Design if_id_pipe_buf, sky130hd; sources not shown.
**Run 1: gate families picked out**

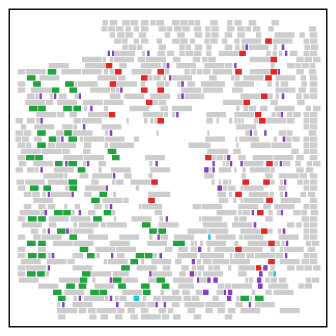
Key: red = AND-OR and OR-AND gates [cells 34, most used a22o_1]; cyan = inverters [cells 3, most used inv_1]; green = multiplexers [cells 68, most used mux2i_1]; purple = NAND gates [cells 85, most used nand2_1, where all over the die]
Top cell excl fill/tap: clkdlybuf4s50_1
logic share of the area: 0.2264

**Run 1: the metal 3 layer**

Bar = 50 µm.
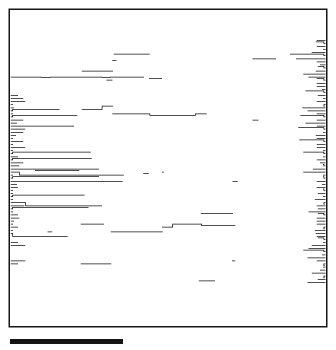
The layer carries 1230 µm of wire. 141 nets have wire on it. The longest straight run is 49.4 µm. The layer holds 7.1% of the routed length. The wires run mostly horizontal.
WL final: 17190 µm
via count: 5159

**Run 1: routing congestion**

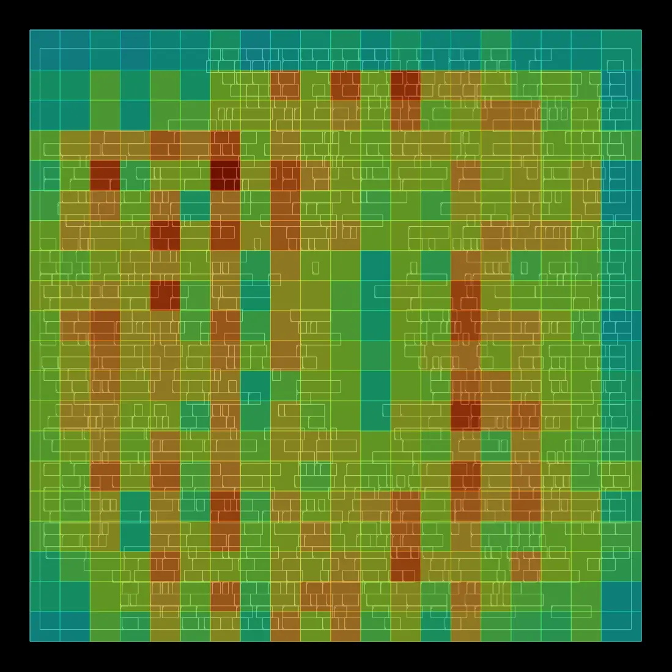
most used routing layer: met2
Final Util: 0.5532
Global Route Usage Sum: 0.1831
met2 Use GR: 0.2755

==> deck_impl_summary.md, run 1 <==
Key Metrics from the Run

Clock network
  • Clock Path Buffers: 2
  • CTS Buf Count: 17
  • CTS tree: done
  • Num Clock Sinks: 147
  • Root buf cell: clkbuf_16
  • Post-CTS Setup Inserts: 0
  • CTS resizes: 0

STA
  • Slew @ Worst Pin: 637.0 ps
  • Slew headroom: 0.5735
  • Fin Hold WS: 424.2 ps
  • RSZ-0062 raised after global routing: false

Critical path
  • Setup crit end kind: flip-flop
  • Reg-to-reg setup timing slack: 9070 ps
  • Critical Path Fanout Max: 10
  • Class of the most critical setup path: input port to flip-flop
  • Data required time of the worst path: 5840 ps
  • Worst Setup Start Kind: input port
  • Count of cells along the worst register-to-register path: 7

Placed design
  • RePlAce Congestion: 0.7387
  • PortBufs: 223
  • Detailed placement HPWL: 12440 µm
  • DP Area: 9354 µm²

Synth
  • Syn Inst Count: 589
  • Number of enable flip-flop cells: 0
  • Dominant synthesized flop cell: dfrtn_1
  • Synth warn: 0
  • Seq share, synth: 0.5501
  • Syn Std Cell Area: 6689 µm²

Floorplan
  • Io pins: 225
  • Core Region: 18090 µm²
  • Die W: 140.3 µm

Status
  • Outcome: finished clean

Pwr
  • Leakage power figure: 4.616 nW
  • Power Total: 1.621 mW
  • Power Dens Cells: 162.0 nW/µm²

Drt
  • Vias/cell: 4.777
  • TritonRoute pass-1 iters: 4
  • DRT iter0 DRCs: 214
  • Per-cell routed wire length: 15.92 µm

Min path
  • Min-Delay Path Class: flip-flop to flip-flop

Flow run
  • Max cap viols: 0
  • OpenROAD warnings: 27

Final layout
  • Logic cell area: 2265 µm²
[run 1: where the power goes]
part | total (mW) | switching [mW] | internal [mW]
Clock | 0.623 | 0.220 | 0.403
Sequential | 0.663 | 0.0497 | 0.613
Combinational | 0.335 | 0.154 | 0.181
Total | 1.62 | 0.423 | 1.20
[run 1: final cells by class]
type,count,share of cell area
Tap cell,229,0.02864
Timing Repair Buffer,229,0.2374
Clock buffer,24,0.05015
Buffer,109,0.07291
Multi-Input combinational cell,329,0.2264
Clock inverter,9,0.01501
Sequential cell,147,0.3678
Inverter,3,0.001501
Antenna cell,1,0.0002501
[run 1: Yosys cell counts (2+ instances only)]
master | count | area [µm²]
or2_2 | 2 | 12.51
nand2_1 | 70 | 262.8
buf_1 | 3 | 11.26
mux2_2 | 32 | 360.4
xnor2_1 | 3 | 26.28
a21oi_1 | 6 | 30.03
mux2i_1 | 33 | 330.3
nor4_4 | 2 | 42.54
nand3_1 | 5 | 25.02
nor2_1 | 6 | 22.52
o22ai_1 | 31 | 193.9
buf_2 | 13 | 65.06
o21ai_0 | 65 | 325.3
mux2_1 | 2 | 22.52
a22o_1 | 32 | 280.3
nor3_1 | 2 | 10.01
inv_1 | 4 | 15.01
clkbuf_1 | 14 | 52.55
buf_6 | 2 | 22.52
buf_4 | 77 | 578.1
a31oi_1 | 2 | 12.51
dfrtn_1 | 146 | 3654
nand4_1 | 7 | 43.79
xor2_1 | 6 | 52.55
nor4b_1 | 2 | 17.52
[run 1: logic make-up after synthesis]
logic type	count (synthesis)	synth area share
adder cells (fa/ha/maj)	1	0.001870
buffers and inverters	113	0.1113
XOR/XNOR	9	0.01179
multiplexers	68	0.1089
AND/OR/NAND/NOR	110	0.08380
flip-flops	147	0.5501
AND-OR/OR-AND	141	0.1322
[run 1: critical path, cell delays in order]
cell and delay [ps]:
clkdlybuf4s50_1 480, nor2b_1 220, nor2_1 100, nor3_4 450
buf_2 370, mux2_2 370
[run 1: layer usage]
metal  GRT usage  share of wire  vias up
met1      0.2407           0.47     2467
met4     0.04413         0.0086        0
met3     0.06120          0.071       14
met5           -              0        -
met2      0.2755           0.45      166
li1            -              -     2512
==> run 2: changes to the inputs <==
--- a/config.mk
+++ b/config.mk
@@ -5,7 +5,7 @@
 export SDC_FILE = /design/constraint.sdc
 export NUM_CORES = 1
 export LEC_CHECK = 0
-export CORE_MARGIN = 2
+export CORE_MARGIN = 3
 export CORE_UTILIZATION = 36
 export CTS_CLUSTER_DIAMETER = 40
 export CTS_CLUSTER_SIZE = 16
**Run 2: the metal 3 layer**

Bar = 50 µm.
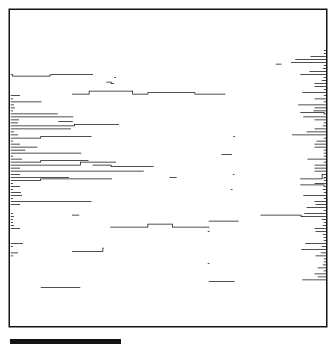
The layer holds 6.9% of the routed length. 131 nets have wire on it.
via count: 5175
met3 GRT Util: 0.05813
WL final: 17430 µm

==> run 2 against run 1 <==
Area after synthesis unchanged. Final area down 0.86%. Clock skew up 4.3 ps. Sequential share of layout area up 0.32 points. Final cell count down 0.19%. Global-route usage down 0.52 points. Die size up 2.9%. Register-to-register slack about the same. First-iteration DRC count down 14%. Via count up 0.31%. Count of clock-buffer cells in the layout down 1. Hold slack better by 0.83 ps. Largest power group unchanged.
==> deck_impl_summary.md, run 2 <==
Key Metrics from the Run

Floorplan
  • Core Region: 18090 µm²
  • Core Util at FP: 0.3698
  • Io pins: 225
  • Die W: 142.3 µm

Pwr
  • Power Dens Cells: 159.5 nW/µm²
  • Leakage power figure: 4.566 nW

Placed design
  • PortBufs: 223
  • RePlAce Congestion: 0.7375
  • Detailed placement HPWL: 12730 µm

Critical path
  • Slowest cell on the critical path: clkdlybuf4s50_1
  • Critical Path Fanout Max: 10
  • Data required time of the worst path: 5840 ps
  • CP top delay family: buffers and inverters
  • Peak per-stage delay on the critical path: 490 ps
  • Class of the most critical setup path: input port to flip-flop
  • Count of cells along the worst register-to-register path: 7
  • Worst Path Buf+Inv: 2
  • Setup crit end kind: flip-flop
  • Reg-to-reg setup timing slack: 9060 ps
  • Stages on the worst setup path: 6
  • Cells along the critical path: clkdlybuf4s50_1, nor2b_1, nor2_1, nor3_4, buf_2, mux2_2
  • Worst Setup Start Kind: input port

Final layout
  • Area Growth Syn to Fin: 48.28%
  • Nets: 906
  • Top cell excl fill/tap: clkdlybuf4s50_1

STA
  • Slew @ Worst Pin: 636.1 ps
  • RSZ-0062 raised after global routing: false
  • Final worst slack: 475.4 ps
  • Final Max Slew Viols: 0
  • Fin Hold WS: 425.0 ps
  • Slew headroom: 0.5741
  • Fin. Hold Viols: 0

Synth
  • Mean Syn Cell Area: 11.36 µm²
  • Top cells, area: dfrtn_1, buf_4, mux2_2
  • Seq share, synth: 0.5501
  • Synth warn: 0
  • Dominant cell area share: 0.5462
  • Top-count cell post-synth: dfrtn_1
  • Top post-synthesis cells by count: dfrtn_1, buf_4, nand2_1, o21ai_0, mux2i_1
  • Syn Std Cell Area: 6689 µm²
  • Dominant synthesized flop cell: dfrtn_1
  • Dominant cell type by area after synthesis: dfrtn_1
  • Syn Inst Count: 589
  • Number of enable flip-flop cells: 0

Drt
  • DRT iter0 DRCs: 185
  • Per-cell routed wire length: 16.17 µm
  • TritonRoute pass-1 iters: 5
  • Vias/cell: 4.801

Flow run
  • OpenROAD warnings: 27
  • Max cap viols: 0

Clock network
  • Post-CTS Setup Inserts: 0
  • Clock Path Buffers: 2
  • CTS resizes: 0
  • Cts hold-fix bufs: 0
  • Num Clock Sinks: 147
  • Clock-pin slew on the worst setup and hold paths: 40 ps
  • CTS tree: done
  • Late-Pin Clk Latency: 440 ps
  • CTS Buf Count: 17
  • Root buf cell: clkbuf_16

Min path
  • Min-Delay Path Class: flip-flop to flip-flop

GRT
  • First-pass GRT wire length: 27610 µm
  • Global Route Usage Sum: 0.1779

Status
  • Outcome: finished clean
==> run 2: cell counts after synthesis <==
Identical to the previous run, type by type.
==> run 2: per-stage QoR <==
stage	cells	area, µm²	util	power, mW
2_1_floorplan	589	6693	-	0.8421
3_3_place_gp	1041	9211	0.5093	0.9990
3_5_place_dp	1046	9311	0.5148	1.009
4_1_cts	1077	9916	0.5483	1.601
5_1_grt	1078	9918	0.5484	1.653
6_report	1078	9918	0.5484	1.582
==> run 2: final cells by class <==
cell class | count | area, µm² | share of cell area
antenna | 1 | 2.502 | 0.0002523
buffer | 109 | 729.5 | 0.07355
clock buffer | 23 | 478.0 | 0.04819
clock inverter | 9 | 130.1 | 0.01312
inverter | 3 | 15.01 | 0.001514
multi-input combinational | 329 | 2265 | 0.2283
sequential | 147 | 3680 | 0.3710
tap | 229 | 286.5 | 0.02889
timing repair buffer | 228 | 2332 | 0.2351
==> run 2: tightest hold or removal path, cell delays in order (launching register included) <==
cell	delay, ps
dfrtn_1	400
nand2_1	50
o21ai_0	60
==> run 2: where the power goes <==
group / switching (mW) / internal, mW
combinational: 0.154 / 0.180
sequential: 0.0486 / 0.613
clock: 0.219 / 0.367
total: 0.422 / 1.16
==> run 2: cell families after synthesis <==
family	after synthesis	synth area share
flops	147	0.5501
xor+xnor	9	0.01179
buf+inv	113	0.1113
simple gates	110	0.08380
mux	68	0.1089
fa+ha+maj	1	0.001870
compound gates	141	0.1322
==> run 2: routing by layer <==
metal,global-route usage,vias up,part of all wire
met1,0.2286,2494,0.45
met4,0.04402,0,0.011
li1,-,2511,-
met5,-,-,0
met3,0.05813,19,0.068
met2,0.2745,151,0.47
Power is estimated from default activity; no workload was simulated.
